$ cat config.mk
export PLATFORM = sky130hd
export DESIGN_NAME = hamming74_rx_decoder
export DESIGN_NICKNAME = d
export VERILOG_FILES = /design/src/rtl/hamming_pkg.sv /design/src/rtl/hamming74_err_stats.sv /design/src/rtl/hamming74_rx_decoder.sv
export SDC_FILE = /design/constraint.sdc
export NUM_CORES = 1
export LEC_CHECK = 0
export CAP_MARGIN = 15
export CORE_MARGIN = 1.5
export CORE_UTILIZATION = 51
export CTS_CLUSTER_SIZE = 20
export DETAILED_ROUTE_END_ITERATION = 16
export GPL_ROUTABILITY_DRIVEN = 0
export PLACE_DENSITY = 0.83
export SYNTH_ARGS = -nofsm -noshare
export SYNTH_HDL_FRONTEND = slang
export SYNTH_SLANG_ARGS = --single-unit
$ cat constraint.sdc
create_clock -name clk -period 2 [get_ports clk]
set_input_delay 0.6 -clock clk [delete_from_list [all_inputs] [get_ports clk]]
set_output_delay 0.6 -clock clk [all_outputs]
set_load 0.01 [all_outputs]
$ cat src/rtl/hamming_pkg.sv
`default_nettype none
// ============================================================================
//  Module      : hamming_pkg
//  Description : Shared Hamming(7,4) types and helper functions for the
//                transmit (encode) and receive (syndrome/correct/extract)
//                sides of the TMR-Hamming datapath.
//                Codeword index i holds Hamming position i+1:
//                cw = {d3,d2,d1,p4,d0,p2,p1}
//  Revision    : 1.0 - initial release
// ============================================================================
package hamming_pkg;

   typedef logic [6:0] code_t;
   typedef logic [3:0] data_t;
   typedef logic [2:0] syndrome_t;

   // Corrected-error counter state, derived from the counter value itself
   typedef enum logic [1:0] {
      CNT_IDLE  = 2'd0,
      CNT_COUNT = 2'd1,
      CNT_SAT   = 2'd2
   } cnt_state_t;

   function automatic code_t hamming_encode(input data_t d);
      logic p1;
      logic p2;
      logic p4;
      p1 = d[0] ^ d[1] ^ d[3];
      p2 = d[0] ^ d[2] ^ d[3];
      p4 = d[1] ^ d[2] ^ d[3];
      return {d[3], d[2], d[1], p4, d[0], p2, p1};
   endfunction

   // Returns {s4,s2,s1}; a nonzero value is the Hamming position in error
   function automatic syndrome_t hamming_syndrome(input code_t c);
      return {c[3] ^ c[4] ^ c[5] ^ c[6],
              c[1] ^ c[2] ^ c[5] ^ c[6],
              c[0] ^ c[2] ^ c[4] ^ c[6]};
   endfunction

   // Flips the bit at position s (index s-1); s == 0 leaves the word untouched
   function automatic code_t hamming_correct(input code_t c, input syndrome_t s);
      code_t r;
      r = c;
      if (s != 3'd0) begin
         r = c ^ (code_t'(1) << (s - 3'd1));
      end
      return r;
   endfunction

   function automatic data_t hamming_extract(input code_t c);
      return {c[6], c[5], c[4], c[2]};
   endfunction

endpackage
`default_nettype wire

$ cat src/rtl/hamming74_err_stats.sv
`default_nettype none
// ============================================================================
//  Module      : hamming74_err_stats
//  Description : Saturating corrected-word counter plus last error position.
//                Driven by corrected-word output handshakes; clr_count wins
//                over a simultaneous increment.
//  Revision    : 1.0 - initial release
// ============================================================================
module hamming74_err_stats
   import hamming_pkg::*;
#(
   parameter int CNT_W = 8
) (
   input  logic             clk,
   input  logic             rst,
   input  logic             clr_count,
   input  logic             evt_valid,
   input  syndrome_t        evt_pos,
   output logic [CNT_W-1:0] err_count,
   output syndrome_t        last_err_pos
);

   localparam logic [CNT_W-1:0] c_cnt_max = '1;

   logic [CNT_W-1:0] count_q;
   logic [CNT_W-1:0] count_d;
   syndrome_t        pos_q;
   syndrome_t        pos_d;
   cnt_state_t       w_cnt_state;

   // Classify the counter value: empty, counting, or pinned at maximum
   always_comb begin
      w_cnt_state = CNT_COUNT;
      if (count_q == '0) begin
         w_cnt_state = CNT_IDLE;
      end else if (count_q == c_cnt_max) begin
         w_cnt_state = CNT_SAT;
      end
   end

   // Next counter / position: clear first, then count non-saturated events
   always_comb begin
      count_d = count_q;
      pos_d   = pos_q;
      if (clr_count) begin
         count_d = '0;
         pos_d   = 3'd0;
      end else if (evt_valid) begin
         pos_d = evt_pos;
         if (w_cnt_state != CNT_SAT) begin
            count_d = count_q + CNT_W'(1);
         end
      end
   end

   // Statistics registers
   always_ff @(posedge clk) begin
      if (rst) begin
         count_q <= '0;
         pos_q   <= 3'd0;
      end else begin
         count_q <= count_d;
         pos_q   <= pos_d;
      end
   end

   assign err_count    = count_q;
   assign last_err_pos = pos_q;

endmodule
`default_nettype wire

$ cat src/rtl/hamming74_rx_decoder.sv
`default_nettype none
// ============================================================================
//  Module      : hamming74_rx_decoder
//  Description : Two-stage valid/ready Hamming(7,4) decoder. S1 registers the
//                codeword and its syndrome, S2 corrects a single-bit error
//                and registers the data word. Double-bit errors miscorrect
//                (inherent to the code; no detection attempted).
//  Revision    : 1.0 - initial release
// ============================================================================
module hamming74_rx_decoder
   import hamming_pkg::*;
#(
   parameter int CNT_W = 8
) (
   input  logic             clk,
   input  logic             rst,
   input  logic             in_valid,
   output logic             in_ready,
   input  logic [6:0]       in_code,
   output logic             out_valid,
   input  logic             out_ready,
   output logic [3:0]       out_data,
   output logic             out_corrected,
   output logic [2:0]       out_syndrome,
   input  logic             clr_count,
   output logic [CNT_W-1:0] err_count,
   output logic [2:0]       last_err_pos
);

   logic      s1_valid_q, s1_valid_d;
   code_t     s1_code_q,  s1_code_d;
   syndrome_t s1_syn_q,   s1_syn_d;
   logic      out_valid_q, out_valid_d;
   data_t     out_data_q,  out_data_d;
   logic      out_corr_q,  out_corr_d;
   syndrome_t out_syn_q,   out_syn_d;

   logic      w_advance;
   logic      w_in_ready;
   logic      w_err_evt;

   // S2 may take a new word whenever it is empty or being drained
   assign w_advance  = !out_valid_q || out_ready;
   assign w_in_ready = !s1_valid_q || w_advance;
   assign w_err_evt  = out_valid_q && out_ready && out_corr_q;

   // S1 next state: capture codeword and syndrome when input side is open
   always_comb begin
      s1_valid_d = s1_valid_q;
      s1_code_d  = s1_code_q;
      s1_syn_d   = s1_syn_q;
      if (w_in_ready) begin
         s1_valid_d = in_valid;
         if (in_valid) begin
            s1_code_d = in_code;
            s1_syn_d  = hamming_syndrome(in_code);
         end
      end
   end

   // S2 next state: correct and extract; bubbles pass through as invalid
   always_comb begin
      out_valid_d = out_valid_q;
      out_data_d  = out_data_q;
      out_corr_d  = out_corr_q;
      out_syn_d   = out_syn_q;
      if (w_advance) begin
         out_valid_d = s1_valid_q;
         if (s1_valid_q) begin
            out_data_d = hamming_extract(hamming_correct(s1_code_q, s1_syn_q));
            out_corr_d = (s1_syn_q != 3'd0);
            out_syn_d  = s1_syn_q;
         end
      end
   end

   // Pipeline registers; reset drops any in-flight words
   always_ff @(posedge clk) begin
      if (rst) begin
         s1_valid_q  <= 1'b0;
         s1_code_q   <= '0;
         s1_syn_q    <= '0;
         out_valid_q <= 1'b0;
         out_data_q  <= '0;
         out_corr_q  <= 1'b0;
         out_syn_q   <= '0;
      end else begin
         s1_valid_q  <= s1_valid_d;
         s1_code_q   <= s1_code_d;
         s1_syn_q    <= s1_syn_d;
         out_valid_q <= out_valid_d;
         out_data_q  <= out_data_d;
         out_corr_q  <= out_corr_d;
         out_syn_q   <= out_syn_d;
      end
   end

   hamming74_err_stats #(
      .CNT_W (CNT_W)
   ) u_err_stats (
      .clk          (clk),
      .rst          (rst),
      .clr_count    (clr_count),
      .evt_valid    (w_err_evt),
      .evt_pos      (out_syn_q),
      .err_count    (err_count),
      .last_err_pos (last_err_pos)
   );

   assign in_ready      = w_in_ready;
   assign out_valid     = out_valid_q;
   assign out_data      = out_data_q;
   assign out_corrected = out_corr_q;
   assign out_syndrome  = out_syn_q;

endmodule
`default_nettype wire

Cells coloured by class:
(8 px per µm) Fill, decap, tap and diode cells in grey.
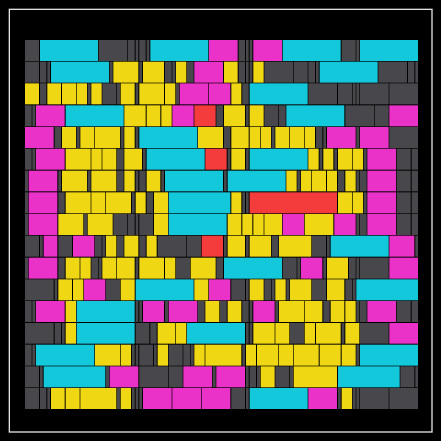
| class | colour | cells |
|---|---|---|
| remaining logic cells | yellow | 119 |
| clock drivers and dummy loads | red | 4 |
| remaining buffers and delay cells | magenta | 42 |
| sequential cells | cyan | 28 |

Port wiring:
(8 px per µm)
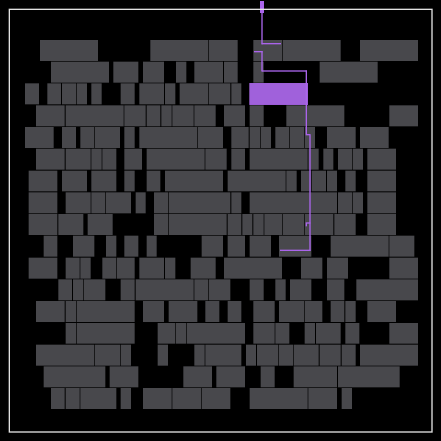
| port | colour | bits | direction | edge | end cells | buffers | wire |
|---|---|---|---|---|---|---|---|
| out_corrected | purple | 1 | output | north | 1 | 1 | 42.5 µm |

The metal 2 layer:
(10 px per µm) Cells faint in the background.
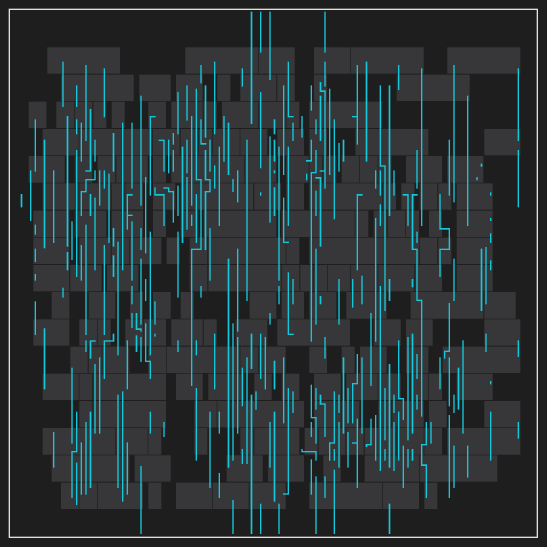
share of all routed wire: 49%
main direction: vertical
nets with wire on the layer: 174

==> metrics.log <==
[metrics] run summary
[metrics] Pre-antenna DRT Iters: 4
[metrics] Gate Area: 661 µm²
[metrics] layout multi-input combinational cell count: 115
[metrics] switching pwr: 0.256 mW
[metrics] Post-Route M1 WL: 1270 µm
[metrics] worst hold margin: 0.477 ns
[metrics] Crit Path Category: reg -> out
[metrics] startpoint of the most critical hold path: u_err_stats.last_err_pos[1]
[metrics] share of synthesized area occupied by flip-flops and latches: 44.6%
[metrics] Non-clk invs: 4
[metrics] maximum VDD drop: 0.458 mV
[metrics] Hold WC Path Type: reg -> reg
[metrics] number of buffers other than clock buffers in the final layout: 42
[metrics] cell-by-cell listing of the critical path: clkdlybuf4s50_1
[metrics] count of placed standard cells including taps: 217
[metrics] Ports: 33
[metrics] Seq cells post-synth: 28
[metrics] detailed-placement wirelength estimate: 2120 µm
[metrics] path length in cells of the critical path: 1
[metrics] cell count of the worst hold path: 2
[metrics] PortBufs: 32
[metrics] worst reg2reg setup slack: 0.52 ns
[metrics] area delta synth->final: 36.6%
[metrics] number of global-route vias before repair: 1109
[metrics] Vias per Instance: 5.56
[metrics] max FFs per register: 8
[metrics] via count: 1228
[metrics] static leakage: 0.594 nW
[metrics] timing startpoint of the critical path: out_valid
[metrics] post-synthesis share of cell area spent on xor and xnor gates: 8.36%
[metrics] leading cell type in the layout, fill and taps excluded: clkdlybuf4s50_1
[metrics] dominant kind of combinational cell: simple AND/OR/NAND/NOR gates
[metrics] headroom to the max-slew limit: 74.9%
[metrics] outcome: complete, no violations
[metrics] area reported by Yosys stat: 1260 µm²
[metrics] data required time of the critical path: 1.40 ns
[metrics] sequential portion of the cell area: 32.9%
[metrics] most utilized layer in the global route result: met2
[metrics] wire length after detailed routing: 2800 µm
[metrics] dominant kind of cell: multi-input combinational cells
[metrics] arithmetic-cell share of the synthesized area counting full adders, half adders and majority gates: 1.99%
[metrics] Clock Skews: 0.00664 ns
[metrics] Cell Pwr Density: 651 nW/µm²
[metrics] clock period minus worst slack: 1.92 ns
[metrics] final setup TNS: 0 ns
[metrics] global-route wire length before repair: 4460 µm
[metrics] most frequent cell after synthesis: dfxtp_1
[metrics] number of nets at the end of the flow: 208
[metrics] Period Utilization, post-route: 96.2%
[metrics] number of instances in the synthesized netlist: 152
Routed clock nets over the placement:
(10 px per µm)
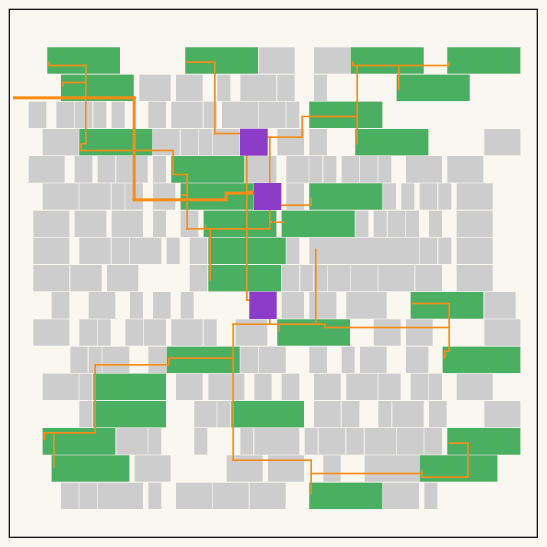
[flip-flops] green | count: 28
[clock wires] orange | length: 281 µm
[clock-net drivers] purple | count: 3
flops lie: all over the die
routed clock nets: 4

Clock routing:
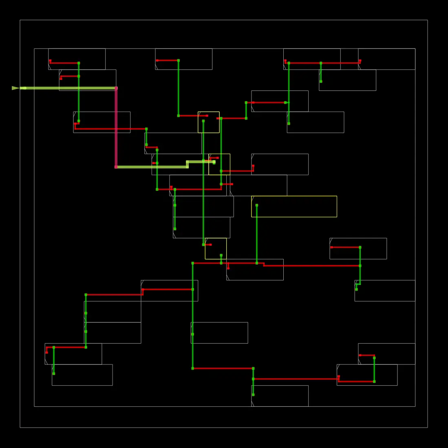
clock sink count: 28
TritonCTS Buffers: 3

## power groups by stage
stage / logic, mW / registers, mW / clock network [mW]
final: 0.146 / 0.606 / 0.367
after global routing: 0.160 / 0.609 / 0.393
after CTS: 0.147 / 0.605 / 0.370
after detailed placement: 0.148 / 0.617 / 0
after global placement: 0.143 / 0.616 / 0
after floorplan: 0.0756 / 0.617 / 0
## metrics by stage
step | instance area, µm² | utilization, % | total power [mW] | setup slack [ns]
final | 1720 | 75.5 | 1.12 | 0.0769
after detailed placement | 1670 | 73.2 | 0.764 | -0.382
after global placement | 1670 | 73.2 | 0.759 | -0.397
after global routing | 1720 | 75.5 | 1.16 | 0.0238
after CTS | 1710 | 75.3 | 1.12 | 0.00720
after floorplan | 1260 | - | 0.692 | 0.479
No activity file was given, so power comes from the tool's default toggle rates.
